Figure 1. The clock network (run 1).
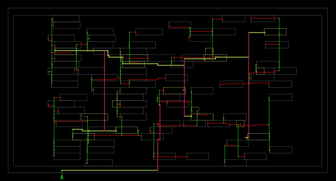
Figure 2. Met1 routing (run 1).
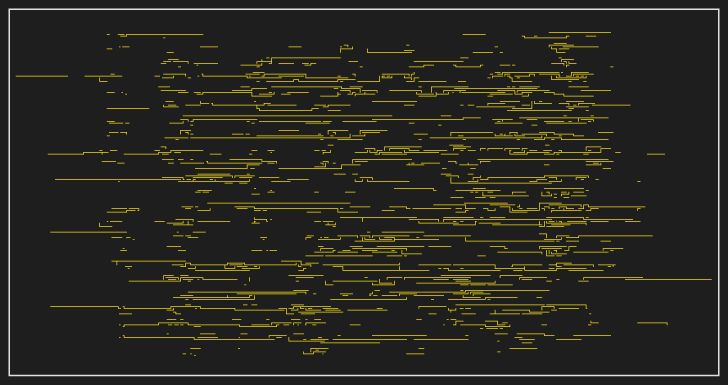
Figure 3. Routed metal per tile (run 1).
Scale bar: 50 µm. The die is cut into 27 by 14 equal tiles; dark blue is low, red is high, scaled to the fullest tile. Values are wire area over tile area, all layers added.
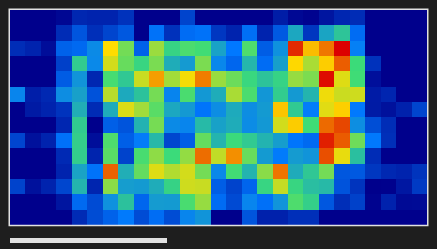
$ cat src/rtl/pwm_pkg.sv
// ---------------------------------------------------------------------------
// pwm_pkg
// Shared definitions for the sine PWM output path.
//   SAMPLE_W   : width of one sine sample (same as the LUT data width)
//   sample_t   : one sine sample / duty value
//   PWM_PERIOD : counter steps in one PWM period
//   level_w()  : width needed to hold a FIFO occupancy of 0..depth
// ---------------------------------------------------------------------------
package pwm_pkg;

  localparam int SAMPLE_W   = 10;
  typedef logic [SAMPLE_W-1:0] sample_t;
  localparam int PWM_PERIOD = 2 ** SAMPLE_W;

  function automatic int level_w(input int depth);
    return $clog2(depth) + 1;
  endfunction

endpackage

$ cat src/rtl/pwm_sine_out_if.sv
// ---------------------------------------------------------------------------
// pwm_sine_out_if
// Valid/ready sample stream from the sine LUT reader into the PWM stage.
//   data_valid  : pwm_sin_val carries a sample this cycle
//   pwm_sin_val : duty sample (N = N high steps per period)
//   data_ready  : receiver can take a sample this cycle
// Modports: master = sample source, slave = PWM stage.
// ---------------------------------------------------------------------------
interface pwm_sine_out_if
  import pwm_pkg::*;
#(
  parameter int WIDTH = SAMPLE_W
);

  logic             data_valid;
  logic [WIDTH-1:0] pwm_sin_val;
  logic             data_ready;

  modport master (
    output data_valid,
    output pwm_sin_val,
    input  data_ready
  );

  modport slave (
    input  data_valid,
    input  pwm_sin_val,
    output data_ready
  );

endinterface

$ cat src/rtl/sample_fifo.sv
// ---------------------------------------------------------------------------
// sample_fifo
// Small synchronous first-word-fall-through FIFO for PWM duty samples.
//   clk   : system clock, rising edge
//   reset : asynchronous, active-low; empties the FIFO
//   push  : write din (ignored when full)
//   din   : sample to write
//   pop   : drop the head entry (ignored when empty)
//   dout  : current head entry, valid whenever empty=0
//   level : occupancy 0..DEPTH
//   full  : level == DEPTH
//   empty : level == 0
// ---------------------------------------------------------------------------
module sample_fifo
  import pwm_pkg::*;
#(
  parameter int WIDTH = SAMPLE_W,
  parameter int DEPTH = 4
) (
  input  logic                     clk,
  input  logic                     reset,
  input  logic                     push,
  input  logic [WIDTH-1:0]         din,
  input  logic                     pop,
  output logic [WIDTH-1:0]         dout,
  output logic [$clog2(DEPTH):0]   level,
  output logic                     full,
  output logic                     empty
);

  localparam int PTR_W = $clog2(DEPTH);
  localparam logic [PTR_W:0] LVL_FULL = (PTR_W + 1)'(DEPTH);

  logic [WIDTH-1:0] mem [DEPTH];
  logic [PTR_W-1:0] wr_ptr_reg;
  logic [PTR_W-1:0] rd_ptr_reg;
  logic [PTR_W:0]   level_reg;

  logic push_ok;
  logic pop_ok;

  assign full    = (level_reg == LVL_FULL);
  assign empty   = (level_reg == '0);
  assign push_ok = push && !full;
  assign pop_ok  = pop && !empty;

  // The duty register loads the head on the same edge as the pop, so the
  // head is read straight out of the array (a handful of LUT-RAM entries).
  assign dout  = mem[rd_ptr_reg];
  assign level = level_reg;

  always_ff @(posedge clk) begin
    if (push_ok) begin
      mem[wr_ptr_reg] <= din;
    end
  end

  // Pointers are exactly log2(DEPTH) bits, so they wrap without compare
  // logic; occupancy is tracked in its own counter.
  always_ff @(posedge clk or negedge reset) begin
    if (!reset) begin
      wr_ptr_reg <= '0;
      rd_ptr_reg <= '0;
      level_reg  <= '0;
    end else begin
      if (push_ok) begin
        wr_ptr_reg <= wr_ptr_reg + 1'b1;
      end
      if (pop_ok) begin
        rd_ptr_reg <= rd_ptr_reg + 1'b1;
      end
      case ({push_ok, pop_ok})
        2'b10:   level_reg <= level_reg + 1'b1;
        2'b01:   level_reg <= level_reg - 1'b1;
        default: level_reg <= level_reg;
      endcase
    end
  end

endmodule

$ cat src/rtl/pwm_sine_out.sv
// ---------------------------------------------------------------------------
// pwm_sine_out
// Turns a stream of sine samples into a fixed-frequency PWM output, one
// sample per PWM period. Samples are buffered in a small FIFO; the duty
// register only loads at a period boundary so the output never glitches.
//   clk          : system clock, rising edge
//   reset        : asynchronous, active-low
//   enable       : runs the PWM counter; 0 = output idle, counter parked
//   smp          : sample stream (data_valid / pwm_sin_val / data_ready)
//   pwm_out      : registered PWM output
//   period_start : one-cycle pulse after each period boundary (duty load)
//   underrun     : sticky, a period began with the FIFO empty; cleared by
//                  reset or any cycle with enable=0
//   fifo_level   : current FIFO occupancy
// ---------------------------------------------------------------------------
module pwm_sine_out
  import pwm_pkg::*;
#(
  parameter int WIDTH      = SAMPLE_W,
  parameter int FIFO_DEPTH = 4,
  parameter int PRESCALE   = 1
) (
  input  logic                        clk,
  input  logic                        reset,
  input  logic                        enable,
  pwm_sine_out_if.slave               smp,
  output logic                        pwm_out,
  output logic                        period_start,
  output logic                        underrun,
  output logic [$clog2(FIFO_DEPTH):0] fifo_level
);

  localparam int PS_W = (PRESCALE > 1) ? $clog2(PRESCALE) : 1;
  localparam logic [PS_W-1:0]  PS_LAST = PS_W'(PRESCALE - 1);
  localparam logic [WIDTH-1:0] CNT_MAX = '1;

  logic [PS_W-1:0]  prescale_reg;
  logic [WIDTH-1:0] cnt_reg;
  logic [WIDTH-1:0] duty_reg;
  logic             pwm_reg;
  logic             period_start_reg;
  logic             underrun_reg;

  logic             tick;
  logic             boundary;
  logic             push;
  logic             fifo_full;
  logic             fifo_empty;
  logic [WIDTH-1:0] fifo_dout;

  // Ready depends only on registered occupancy, never on data_valid.
  assign smp.data_ready = !fifo_full;
  assign push           = smp.data_valid && !fifo_full;

  assign tick     = enable && (prescale_reg == PS_LAST);
  assign boundary = tick && (cnt_reg == CNT_MAX);

  sample_fifo #(
    .WIDTH (WIDTH),
    .DEPTH (FIFO_DEPTH)
  ) u_fifo (
    .clk   (clk),
    .reset (reset),
    .push  (push),
    .din   (smp.pwm_sin_val),
    .pop   (boundary),
    .dout  (fifo_dout),
    .level (fifo_level),
    .full  (fifo_full),
    .empty (fifo_empty)
  );

  // Prescaler and period counter. While idle the counter is parked at its
  // last step, so the first tick after enable is always a period boundary.
  always_ff @(posedge clk or negedge reset) begin
    if (!reset) begin
      prescale_reg <= '0;
      cnt_reg      <= CNT_MAX;
    end else if (!enable) begin
      prescale_reg <= '0;
      cnt_reg      <= CNT_MAX;
    end else if (tick) begin
      prescale_reg <= '0;
      cnt_reg      <= cnt_reg + 1'b1;
    end else begin
      prescale_reg <= prescale_reg + 1'b1;
    end
  end

  // Duty register: second stage of the double buffer. An empty FIFO at the
  // boundary repeats the previous duty.
  always_ff @(posedge clk or negedge reset) begin
    if (!reset) begin
      duty_reg <= '0;
    end else if (boundary && !fifo_empty) begin
      duty_reg <= fifo_dout;
    end
  end

  // Output, period pulse and sticky underrun. pwm_out compares the
  // registered counter and duty, so it trails the counter by one clk.
  always_ff @(posedge clk or negedge reset) begin
    if (!reset) begin
      pwm_reg          <= 1'b0;
      period_start_reg <= 1'b0;
      underrun_reg     <= 1'b0;
    end else if (!enable) begin
      pwm_reg          <= 1'b0;
      period_start_reg <= 1'b0;
      underrun_reg     <= 1'b0;
    end else begin
      pwm_reg          <= (cnt_reg < duty_reg);
      period_start_reg <= boundary;
      if (boundary && fifo_empty) begin
        underrun_reg <= 1'b1;
      end
    end
  end

  assign pwm_out      = pwm_reg;
  assign period_start = period_start_reg;
  assign underrun     = underrun_reg;

endmodule
$ cat src/flat_wrapper.sv
// flat-port wrapper written by rule: the top's interface ports become plain ports
module pwm_sine_out_flat import pwm_pkg::*;
#(
  parameter int WIDTH      = SAMPLE_W,
  parameter int FIFO_DEPTH = 4,
  parameter int PRESCALE   = 1
)
  (clk, reset, enable, pwm_out, period_start, underrun, fifo_level, smp_data_valid, smp_pwm_sin_val, smp_data_ready);
  pwm_sine_out_if #(.WIDTH(WIDTH)) smp_i ();
  input  logic clk;
  input  logic reset;
  input  logic enable;
  output logic pwm_out;
  output logic period_start;
  output logic underrun;
  output logic [$clog2(FIFO_DEPTH):0] fifo_level;
  input wire logic [$bits(smp_i.data_valid)-1:0] smp_data_valid;
  input wire logic [$bits(smp_i.pwm_sin_val)-1:0] smp_pwm_sin_val;
  output wire logic [$bits(smp_i.data_ready)-1:0] smp_data_ready;
  assign smp_i.data_valid = smp_data_valid;
  assign smp_i.pwm_sin_val = smp_pwm_sin_val;
  assign smp_data_ready = smp_i.data_ready;
  pwm_sine_out #(.WIDTH(WIDTH), .FIFO_DEPTH(FIFO_DEPTH), .PRESCALE(PRESCALE)) u_core (.clk(clk), .reset(reset), .enable(enable), .smp(smp_i), .pwm_out(pwm_out), .period_start(period_start), .underrun(underrun), .fifo_level(fifo_level));
endmodule
$ cat config.mk
export PLATFORM = sky130hd
export DESIGN_NAME = pwm_sine_out_flat
export DESIGN_NICKNAME = d
export VERILOG_FILES = /design/src/rtl/pwm_pkg.sv /design/src/rtl/pwm_sine_out_if.sv /design/src/rtl/sample_fifo.sv /design/src/rtl/pwm_sine_out.sv /design/src/flat_wrapper.sv
export SDC_FILE = /design/constraint.sdc
export NUM_CORES = 1
export LEC_CHECK = 0
export ABC_AREA = 1
export CORE_ASPECT_RATIO = 0.5
export CORE_MARGIN = 2
export CORE_UTILIZATION = 40
export DETAILED_ROUTE_END_ITERATION = 6
export REMOVE_ABC_BUFFERS = 1
export SLEW_MARGIN = 20
export SYNTH_ARGS = -nofsm -noshare
export SYNTH_HDL_FRONTEND = slang
export SYNTH_SLANG_ARGS = --single-unit
$ cat constraint.sdc
create_clock -name clk -period 2.2 [get_ports clk]
set_input_delay 0.33 -clock clk [delete_from_list [all_inputs] [get_ports clk]]
set_output_delay 0.33 -clock clk [all_outputs]
set_load 0.02 [all_outputs]
==> COMMIT_EDITMSG, run 1 <==
Log flow metrics for this revision

- Result of the run: finished, final reports clean
- Relative area of non-clock buffer cells in the final design: 8.68%
- TritonCTS built the clock tree.
- M2 GR Usage: 27.1%
* Yosys cell types: 30
- Area fraction in and, or, nand and nor cells: around 20%
* Critical Path Sink Type: register
- Pleak: roughly 1.8 nW
- Actual slew at the worst max-slew pin: between 0.7 and 0.8 ns
* Yosys stat area: 3310 µm²
- Per the summary, power density relative to cell area is 1380 nW/µm².
- The detailed router used layers up to and including met4.
- Main combinational cell family by area after synthesis: simple AND/OR/NAND/NOR gates
* Count of library flops with an enable pin: 40
* Detailed-route DRC error count: 0
* Final-layout worst hold slack: around 0.39 ns
* Summed negative setup slack over all endpoints: 0 ns
* Drt via density: ~4.6
* Delay contributed by the slowest stage of the critical path: 0.55 ns
- CP Class: register to register
* Top cell area share: a little over a third
- Number of top-level design ports: 21
- From the final report, the count of setup violators was given as 0.
- The number of warnings reported in the stage logs is 28.
* Number of global-route vias before repair: about 2.3k
- The die is 133 µm wide.
* Met3 global-route usage: under 10%
* Number of buffers added for setup after CTS: 0
- According to the floorplan report, the placeable core area is ~8000 µm².
* Slew headroom: 52.5%
- Worst path depth: 11
- Die Outline Area: ~9100 µm²
* Post-DRT Antenna Nets: 0
- Termination of the worst setup path: u_core.u_fifo.level[2]$_DFFE_PN0P_
- In this run the VDD rail shows a maximum IR drop of approximately 0.5 mV.
- Sequential cells consume a total of roughly 0.0021 W.
- Commonest cells after routing, fill and taps aside: sky130_fd_sc_hd__nand2_1 (85), sky130_fd_sc_hd__inv_1 (42), sky130_fd_sc_hd__edfxtp_1 (40), sky130_fd_sc_hd__nor2_1 (36)
* Post-CTS Hold Buffers: 0
* Most repeated cell in the gate-level netlist after synthesis: sky130_fd_sc_hd__nand2_1
- Placed instance area: 3750 µm²
* Hold Path Class: input pin to asynchronous set/reset pin
- For the worst setup path, the data required time is approximately 2.4 ns.
- Logic share of the area: 27.6%
* Routability Congestion: 0.802
- Layout Cells excl Fill: approximately 490
- CTS H-tree lvls: 3
* Initial DRC Count: approximately 200
- The cell type that accounts for the most area after synthesis is sky130_fd_sc_hd__edfxtp_1.
- Area occupied by registers: 1990 µm²
* Most Crowded Layer GR: met2
- In this run, the synthesized area fraction spent on AND-OR/OR-AND gates is recorded as 6.58%.
- Critical path buffer and inverter count: 2
- MI comb area: between 1000 and 1500 µm²
- Per report_power, the sequential group accounts for 37.6% of the total.
- In the detailed route, the total length drawn on met3 is 303 µm.
- Critical path startpoint category: register
- Entering global routing, the biggest net connects 32 pins.
* Switching share of power: between 30% and 40%
- Clock power frac: around 28%
- Final Net Count: 404
- Number of fillers in the final layout: approximately 730
- Final core area utilization: 51.5%
* Fin. max-slew vios: 0
* Flip-flop count of the largest register, all copies and words added: around 40
* Share of post-route cells with drive strength above 1: about 17%
- The worst path uses between 90 and 100% of the clock period.
- The kind of cell with the highest combined delay along the critical path is adder cells.
- Power comes to about 0.0057 W.
- Of the total power, combinational logic draws around 35%.
* Origin of the critical flop-to-flop path: u_core.cnt_reg[0]$_DFFE_PN1P_
- Non-clock buffer count in the final layout: ~40
- STA lists the endpoint of the worst register-to-register path as u_core.u_fifo.level[2]$_DFFE_PN0P_.
* Post-synthesis to final-layout area growth: 24.7%
- met1 track demand over resource after global routing is 18.5%.
- Most instantiated cells after synthesis: sky130_fd_sc_hd__nand2_1 (85), sky130_fd_sc_hd__inv_1 (44), sky130_fd_sc_hd__edfxtp_1 (40)
- Combinational power for this build is about 0.002 W.
* Number of clock buffer instances in the layout: 9
- Worst Path Max Fanout: 2
- Worst path arrival time: 2.33 ns
* Most common reg cell: sky130_fd_sc_hd__edfxtp_1
- Mapped Avg Cell Area: between 9 and 10 µm²
* Area fraction in xor and xnor cells: less than 1%
- The library cell used most frequently in the layout, excluding fill and tap cells, is sky130_fd_sc_hd__nand2_1.
- The floorplan has 23 rows.
* Detailed Place HPWL: 4.34 mm
* Internal power: ~0.0037 W
- Remaining Overflow, GRT: 0
- Timing startpoint of the critical path: u_core.cnt_reg[0]$_DFFE_PN1P_
* Inst Count DP: approximately 470
* Achievable Freq: 475 MHz
- NetSw: 0.00202 W
- Yosys stat counts between 300 and 400 cells in the synthesized netlist.
- Antenna diode count: 0
- Antenna violations before repair: 0
- Multi-input gates: between 200 and 250
- Number of clock sinks seen by CTS: about 70
- Clk pin slew, worst setup/hold paths: 0.06 ns
* Number of clock buffers inserted by TritonCTS: 9
* Die Y-Extent: between 60 and 70 µm
- Logged for this run, the post-placement worst setup slack is -0.126 ns.
- Master cell of the clock root buffer: sky130_fd_sc_hd__clkbuf_16
- Hold Fails Final Rpt: 0
* Bufs on Longest Clock Path: 2
* Flops out of synthesis: roughly 70
- Clock buf/inv share: under 10%
* Count of buffers inserted at the top-level ports: 20
- Mux share: 0%
- The report lists the number of cells resized after CTS as 1.
- According to the cell report, flip-flops and latches in the layout number about 71.
- By area the synthesized netlist is led by sky130_fd_sc_hd__edfxtp_1 (36%), sky130_fd_sc_hd__dfrtp_1 (16%), sky130_fd_sc_hd__nand2_1 (9.6%), sky130_fd_sc_hd__dfstp_2 (7.9%), sky130_fd_sc_hd__ha_1 (5.7%).
* Routed met1 length: ~3.0 mm
* Max Cap Violations: 0
- For reference, full adder, half adder and majority cells occupy under 10% of the area reported after synthesis.
- The final layout report lists a non-clock inverter count of around 45.
- Post-synthesis async set-or-reset flop share: roughly 44%
- The warning tally printed by Yosys for this design is 0.
- Sequential portion of the cell area: around half
- Cell area after synthesis: about 3300 µm²
* Met2 WL post-DR: ~2.9 mm
* Core utilization at floorplan: 41.3%
- Worst reg2reg setup slack: 0.09 ns
- CP max stage cell: sky130_fd_sc_hd__dfstp_2
- The first global-routing pass estimated between 10 and 15 mm of wire.
- Fin crit period: 2.11 ns
* Register area share after synthesis: about three fifths
* Critical Path, Cell by Cell: ha_4 > inv_2 > nor2_4 > nand3_4 > nor2_4 > ha_4 > inv_2 > fa_2 > a21oi_2 > o21ai_1 > xor2_1
About Figure 1:
Worst-Skew Late Latency: 0.34 ns
worst setup skew after layout: 0.00421 ns

About Figure 2:
wire length on this layer: 2970 µm
share of all routed wire: 47%
number of vias after detailed routing: 2253
total wirelength of the detailed-routed design: 6.33 mm

About Figure 3:
nearly empty tiles: 21%
fullest tile: 0.39
tiles over half the peak: 22%
mean over tiles: 0.11
total global-route track usage: 15.9%
Wirelength per Cell: 12.9 µm

--- run 2 (diff from run 1) ---
- SYNTH_HIERARCHICAL: unset -> 1
==> run 2 against run 1 <==
Effect of this change: cell count up 3.1%; synthesized cell count up 4.8%; combinational power up 8%; critical path depth up 3; largest power group is now combinational cells.
==> COMMIT_EDITMSG, run 2 <==
Log flow metrics for this revision

* Antenna diode count: 0 (unchanged)
- CP max stage cell: sky130_fd_sc_hd__dfstp_2
- Endpoint of the worst-slack reg-to-reg timing path: u_core/u_fifo/level[2]$_DFFE_PN0P_
- The net switching power came to 0.00205 W (+1.4%).
* Drt via density: 4.59 (about the same)
- Hold Fails Final Rpt: 0 (unchanged)
- Count of library flops with an enable pin: 40 (unchanged)
- The die extent in x is 135 µm (+2.1%).
- The share of total power in sequential cells was 35.8% (-1.8 points).
* Timing startpoint of the critical path: u_core/cnt_reg[1]$_DFFE_PN1P_
- The delay of the slowest cell on the worst path was 0.56 ns (about the same).
- Worst Path Max Fanout: 2 (unchanged)
- Critical path startpoint category: register
- Number of fillers in the final layout: 731 (unchanged)
- The run finished with clean final reports.
* Final-layout worst hold slack: 0.388 ns (+0.00132 ns)
- Cell area after synthesis: 3450 µm² (+4.5%)
- The share of the synthesized area in the top cell type was 34.8% (-1.6 points).
- The cell total in the yosys stat output is 347 (+4.8%).
* First-pass GRT wire length: 11.2 mm (+4.7%)
- The area fraction of clock buffers and clock inverters was 7.75% (-0.23 points).
- The worst slew margin relative to its limit came to 59.1% (+6.7 points).
* Post-synthesis to final-layout area growth: 22.4%
* Worst setup skew after layout: 0.00232 ns (-0.00189 ns)
- Highest metal layer with signal wires: met4
* Total wirelength of the detailed-routed design: 6.34 mm (+0.27%)
* Comb pwr: 0.00212 W (+8%)
* Fin. max-slew vios: 0 (unchanged)
* Hold Path Class: input pin to asynchronous set/reset pin
- Routability Congestion: 0.862 (+7.4%)
* Setup Slack @ Placement: -0.0837 ns (+0.0422 ns)
- The quantity of hold-fixing buffers added after cts was 0 (unchanged).
* Logic share of the area: 28.1% (+0.52 points)
- Commonest cells after routing, fill and taps aside: sky130_fd_sc_hd__nand2_1 (95), sky130_fd_sc_hd__inv_1 (56), sky130_fd_sc_hd__edfxtp_1 (40), sky130_fd_sc_hd__nand3_1 (24), sky130_fd_sc_hd__dfrtp_1 (21)
* Register area share after synthesis: 57.6% (-2.6 points)
* Actual slew at the worst max-slew pin: 0.612 ns (-0.101 ns)
* CTS H-tree lvls: 3 (unchanged)
* MI comb area: 1190 µm² (+4.5%)
- In this run the critical path is formed by ha_4 > nand2_4 > nor2_4 > nand2_4 > nor2_4 > nand2_2 > inv_2 > ha_4 > inv_2 > fa_2 > nand2_2 > nand3_1 > nand2_1 > nand2_1.
- Origin of the critical flop-to-flop path: u_core/cnt_reg[1]$_DFFE_PN1P_
- Final sequential cell count: 71 (unchanged)
* Worst path depth: 14 (+3)
* Number of instances resized during post-cts repair: 2 (+1)
- Relative area of non-clock buffer cells in the final design: 8.28% (-0.40 points)
- Flip-flop count of the largest register, all copies and words added: 40 (unchanged)
* Wirelength per Cell: 12.5 µm (-2.7%)
- The total congestion overflow after global routing was 0 (unchanged).
* Count of buffers inserted at the top-level ports: 20 (unchanged)
- The flip-flop and latch power came to 0.00205 W (-4%).
* Worst reg2reg setup slack: 0.05 ns (-0.04 ns)
- The maximum buffer depth of the clock tree is 2 (unchanged).
- Met3 global-route usage: 6.43% (+1.0 points)
- Number of buffers added for setup after CTS: 0 (unchanged)
* Overall power consumption: 0.00573 W (+0.87%)
- Comb power frac: 36.9% (+2.4 points)
- The number of antenna violations at the first check in global routing is 0 (unchanged).
- Share of post-route cells with drive strength above 1: 17.0% (-0.15 points)
* Inst Count DP: 487 (+2.7%)
* Worst-Skew Late Latency: 0.33 ns (about the same)
- The tally of nets with antenna violations remaining after routing is 0 (unchanged).
* Most common library cell in the layout ignoring fill and taps: sky130_fd_sc_hd__nand2_1
- Max rail drop VDD: 0.477 mV (-4.7%)
- The number of warning messages in the logs is 29 (+3.6%).
- Number of clock buffer instances in the layout: 9 (unchanged)
* Most instantiated cells after synthesis: sky130_fd_sc_hd__nand2_1 (98), sky130_fd_sc_hd__inv_1 (59), sky130_fd_sc_hd__edfxtp_1 (40)
* TritonCTS clock tree: built
- M2 GR Usage: 23.4% (-3.8 points)
* Main combinational cell family by area after synthesis: simple AND/OR/NAND/NOR gates
- The biggest area contributor in the post-synthesis netlist is sky130_fd_sc_hd__edfxtp_1.
* Yosys adder share: 6.01% (-0.27 points)
* Routed met1 length: 3.18 mm (+7.3%)
- Critical path buffer and inverter count: 2 (unchanged)
* Achievable Freq: 465 MHz (-1.9%)
* Post-synthesis async set-or-reset flop share: 43.7% (unchanged)
- Most Crowded Layer GR: met2
* Detailed-route DRC error count: 0 (unchanged)
- Internal power: 0.00368 W (+0.59%)
- Worst path required time: 2.42 ns (about the same)
- Clock power frac: 27.3% (-0.6 points)
- The main area contributors are sky130_fd_sc_hd__edfxtp_1 (35%), sky130_fd_sc_hd__dfrtp_1 (15%), sky130_fd_sc_hd__nand2_1 (11%), sky130_fd_sc_hd__dfstp_2 (7.6%), sky130_fd_sc_hd__inv_1 (6.4%).
- The number of DRC markers after the initial detailed-route iteration was 153 (-24%).
- The leakage power summed over all cells was 1.95 nW (+6.5%).
- The number of buffers added by the clock tree synthesis step is 9 (unchanged).
- The layout net count came to 419 (+3.7%).
- The top-level port count was 21 (unchanged).
- The final critical-path required period is 2.15 ns (+0.0418 ns).
- Non-clock buffer count in the final layout: 40 (-2.4%)
- Worst path arrival time: 2.37 ns (+0.04 ns)
- Placed instance area: 3840 µm² (+2.4%)
- The aggregate negative setup slack came to 0 ns (unchanged).
- Fin crit share: 97.7% (+1.9 points)
Figure 4. Placement by cell class (run 2).
Fill, decap, tap and diode cells in gray.
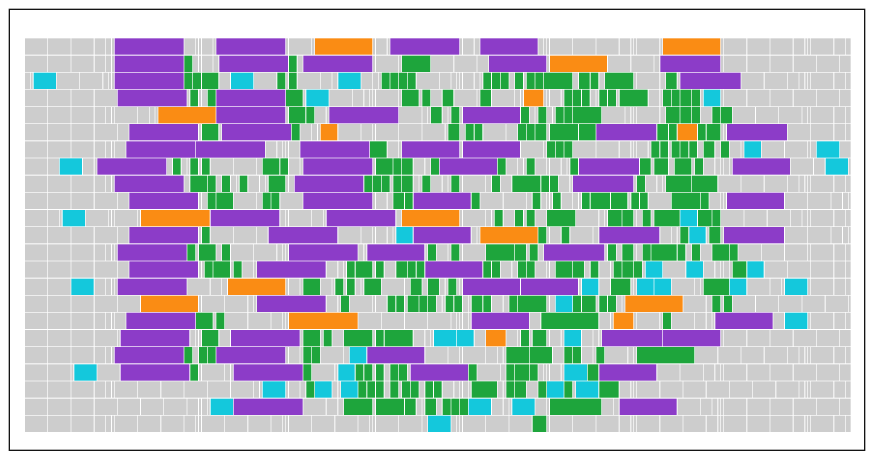
[remaining logic cells] green | cells: 267 | share of their area: 35%
[remaining buffers and delay cells] cyan | cells: 40 | share of their area: 8.6%
[sequential cells] purple | cells: 71 | share of their area: 49%
[clock drivers and dummy loads] orange | cells: 16 | share of their area: 8.0%
core area: 8200 µm²
sequential portion of the cell area: 47.0%
Placement Rows: 23
final core area utilization: 51.6%
final design area excluding fillers: 4230 µm²

Figure 5. Signal wires on met3 (run 2).
Scale bar: 50 µm.
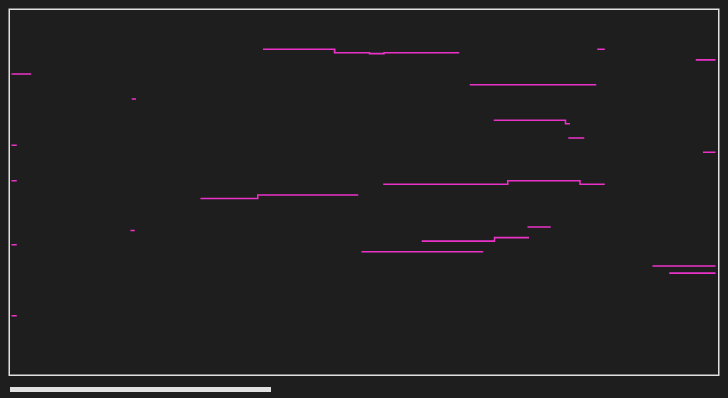
main direction: horizontal
share of all routed wire: 3.7%
longest straight run: 23.9 µm

--- run 3 (diff from run 2) ---
--- a/config.mk
+++ b/config.mk
@@ -12,4 +12,4 @@
 export DETAILED_ROUTE_END_ITERATION = 6
+export MAX_ROUTING_LAYER = met4
 export REMOVE_ABC_BUFFERS = 1
-export SLEW_MARGIN = 20
 export SYNTH_ARGS = -nofsm -noshare
==> constraint.sdc (replaced) <==
create_clock -name clk -period 2.2 [get_ports clk]
set_input_delay 0.44 -clock clk [delete_from_list [all_inputs] [get_ports clk]]
set_output_delay 0.44 -clock clk [all_outputs]
set_load 0.02 [all_outputs]
==> run 3 against run 2 <==
Effect of this change: utilization increased by 0.20 points; global-route usage barely moved; non-clock buffer count grew 4; die size is the same; power down 0.83%; register-to-register slack worse by 0.02 ns.
==> COMMIT_EDITMSG, run 3 <==
Log flow metrics for this revision

- The multi-input combinational cell area was 1200 µm² (+0.84%).
- The highest layer touched by signal routing is met4.
- The non-clock buffer total of the final layout was 44 (+10%).
- The area of the core was 8200 µm² (unchanged).
* CTS H-tree lvls: 3 (unchanged)
* Sequential Power: 0.00206 W (about the same)
- The first-pass GRT wire length came to 10.9 mm (-2.7%).
* Worst-Skew Late Latency: 0.34 ns (about the same)
- Clock buf/inv share: 7.13% (-0.62 points)
* OpenROAD warnings: 29 (unchanged)
* Number of buffers added for setup after CTS: 0 (unchanged)
* Detailed-route DRC error count: 0 (unchanged)
- The logic gate fraction of the total cell area is 28.2% (+0.13 points).
- The power in combinational cells is 0.00217 W (+2%).
* Final setup margin: 0.0350 ns
- Number of fillers in the final layout: 718 (-1.8%)
* CP max stage cell: sky130_fd_sc_hd__dfstp_2
* Antenna violations before repair: 0 (unchanged)
- Area fraction in xor and xnor cells: less than 1%
- In this run the maximum-capacitance check reported violations numbering 0.
- Worst path required time: 2.43 ns (about the same)
- Power Clock: ~0.0015 W
- The run finished with clean final reports.
* Slew headroom: 58.9% (-0.28 points)
* Post-synthesis async set-or-reset flop share: 43.7% (unchanged)
- The flop count is 71 (unchanged).
* Most instantiated cells after synthesis: sky130_fd_sc_hd__nand2_1 (98), sky130_fd_sc_hd__inv_1 (59), sky130_fd_sc_hd__edfxtp_1 (40)
- Final-layout worst hold slack: 0.483 ns (+0.0953 ns)
* Number of clock buffer instances in the layout: 9 (unchanged)
* Worst Path Max Fanout: 3 (+1)
- Number of clock buffers inserted by TritonCTS: 9 (unchanged)
- Fin crit period: 2.17 ns (+0.0167 ns)
- Looking at the reg2reg group, the worst path starts from u_core/cnt_reg[1]$_DFFE_PN1P_.
- The buffers plus inverters on the worst setup path was 3 (+1).
* Hold Path Class: register to register
- The worst setup path is launched from a register.
- Timing startpoint of the critical path: u_core/cnt_reg[1]$_DFFE_PN1P_
- Cell area after synthesis: 3450 µm² (unchanged)
- Max rail drop VDD: 0.523 mV (+9.5%)
* M2 GR Usage: 24.9% (+1.5 points)
- Total wirelength of the detailed-routed design: 6.52 mm (+2.7%)
* Remaining Overflow, GRT: 0 (unchanged)
* Worst setup skew after layout: 0.00582 ns (+0.00351 ns)
* Final core area utilization: 51.8% (+0.20 points)
- TritonCTS built the clock tree.
* Library cell with the largest summed area after synthesis: sky130_fd_sc_hd__edfxtp_1
* Internal power: 0.00360 W (-2.2%)
- The instance area after placement came to 3850 µm² (+0.39%).
- The placer's final routability congestion estimate was 0.840 (-2.6%).
* Final Net Count: 423 (+0.95%)
- Of the combinational cells, the family taking the most area is simple AND/OR/NAND/NOR gates.
* Pleak: 1.96 nW (+0.63%)
* Delay contributed by the slowest stage of the critical path: 0.56 ns (about the same)
- Critical Path, Cell by Cell: ha_4 > nand2_4 > nor2_4 > nand2_4 > nor2_4 > nand2_2 > inv_2 > ha_4 > inv_4 > fa_2 > inv_1 > nand2_2 > nand4_1 > nand2_1
- Overall power consumption: 0.00568 W (-0.83%)
* Seq pwr share: 36.2% (+0.4 points)
- Register area share after synthesis: 57.6% (unchanged)
- Summed negative setup slack over all endpoints: 0 ns (unchanged)
* Number of instances resized during post-cts repair: 3 (+1)
- The summed area of non-filler cells in the final layout is 4250 µm² (+0.38%).
* Count of library flops with an enable pin: 40 (unchanged)
- By area the synthesized netlist is led by sky130_fd_sc_hd__edfxtp_1 (35%), sky130_fd_sc_hd__dfrtp_1 (15%), sky130_fd_sc_hd__nand2_1 (11%), sky130_fd_sc_hd__dfstp_2 (7.6%), sky130_fd_sc_hd__inv_1 (6.4%).
- The mean number of vias per cell is 4.70 (+2.3%).
- Sequential portion of the cell area: 46.9% (-0.18 points)
- The top cell types in the final layout, fill and taps aside, are sky130_fd_sc_hd__nand2_1 (93), sky130_fd_sc_hd__inv_1 (57), sky130_fd_sc_hd__edfxtp_1 (40), sky130_fd_sc_hd__buf_4 (24), sky130_fd_sc_hd__nand3_1 (23).
* NetSw: 0.00208 W (+1.5%)
* Worst path arrival time: 2.39 ns (+0.02 ns)
* Top cell area share: 34.8% (unchanged)
- Yosys Instances: 347 (unchanged)
- The portion of the clock cycle consumed by the worst path in the final layout was 98.4% (+0.76 points).
- Achievable Freq: 462 MHz (-0.77%)
* Worst path depth: 14 (unchanged)
- Relative area of non-clock buffer cells in the final design: 8.93% (+0.65 points)
- Met3 global-route usage: 5.19% (-1.2 points)
- In this run switching power makes up 36.6% of total power.
* Horizontal die size: 135 µm (unchanged)
- Antenna diode count: 0 (unchanged)
- Worst reg2reg setup slack: 0.03 ns (-0.02 ns)
- Bufs on Longest Clock Path: 2 (unchanged)
- In this run the critical register-to-register path is captured at u_core/u_fifo/level[2]$_DFFE_PN0P_.
- The row count was 23 (unchanged).
* Flip-flop count of the largest register, all copies and words added: 40 (unchanged)
- Dividing the synthesized area by the synthesized cell count gives roughly 10 µm².
- Most common library cell in the layout ignoring fill and taps: sky130_fd_sc_hd__nand2_1
* Layout Cells excl Fill: slightly above 500
- The tally of nets with antenna violations remaining after routing was 0 (unchanged).
- The average wire length per cell after detail routing is 12.8 µm (+1.9%).
- Setup Slack @ Placement: -0.221 ns (-0.137 ns)
- Worst r2r path cells: 14
- The number of DRC markers after the initial detailed-route iteration came to 134 (-12%).
- Post-CTS Hold Buffers: 0 (unchanged)
- Most Crowded Layer GR: met2
* Actual slew at the worst max-slew pin: 0.616 ns (+0.00422 ns)
* Comb power frac: 38.2% (+1.3 points)
- Routed met1 length: 3.13 mm (-1.6%)
- The number of hold violations in the final report is 0 (unchanged).
- Share of post-route cells with drive strength above 1: 18.1% (+1.1 points)
- The global routing report lists combined usage of all routing layers as 15.6%.
- The clock network power share was 25.6% (-1.7 points).
- Count of buffers inserted at the top-level ports: 20 (unchanged)
* Post-synthesis to final-layout area growth: 22.9%
* Yosys adder share: 6.01% (unchanged)
Figure 6. Met1 routing (run 3).
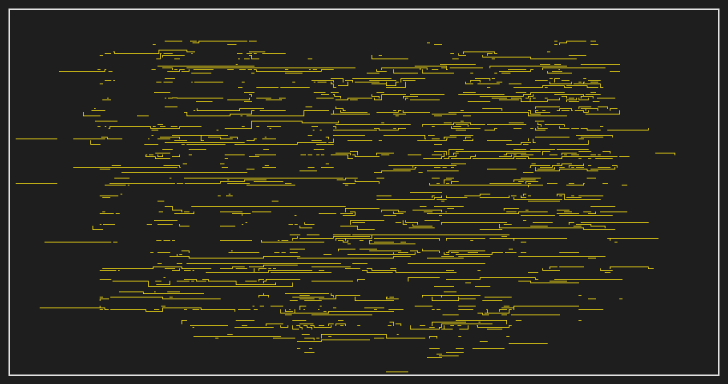
nets with wire on the layer: 384
longest straight run: 32.2 µm
share of all routed wire: 48%
wire length on this layer: 3130 µm

Figure 7. Placement by cell class (run 3).
Fill, decap, tap and diode cells in gray.
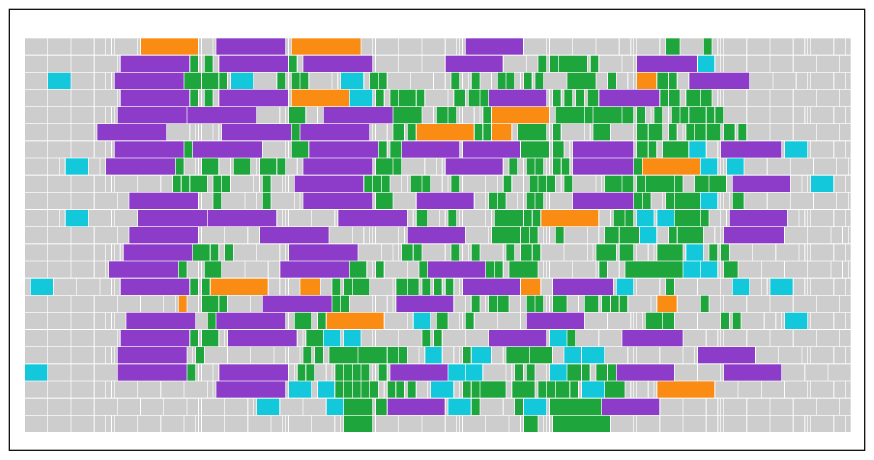
[remaining logic cells] green | cells: 267 | share of their area: 35%
[remaining buffers and delay cells] cyan | cells: 44 | share of their area: 9.2%
[clock drivers and dummy loads] orange | cells: 16 | share of their area: 7.4%
[sequential cells] purple | cells: 71 | share of their area: 48%

No activity file was given, so power comes from the tool's default toggle rates.
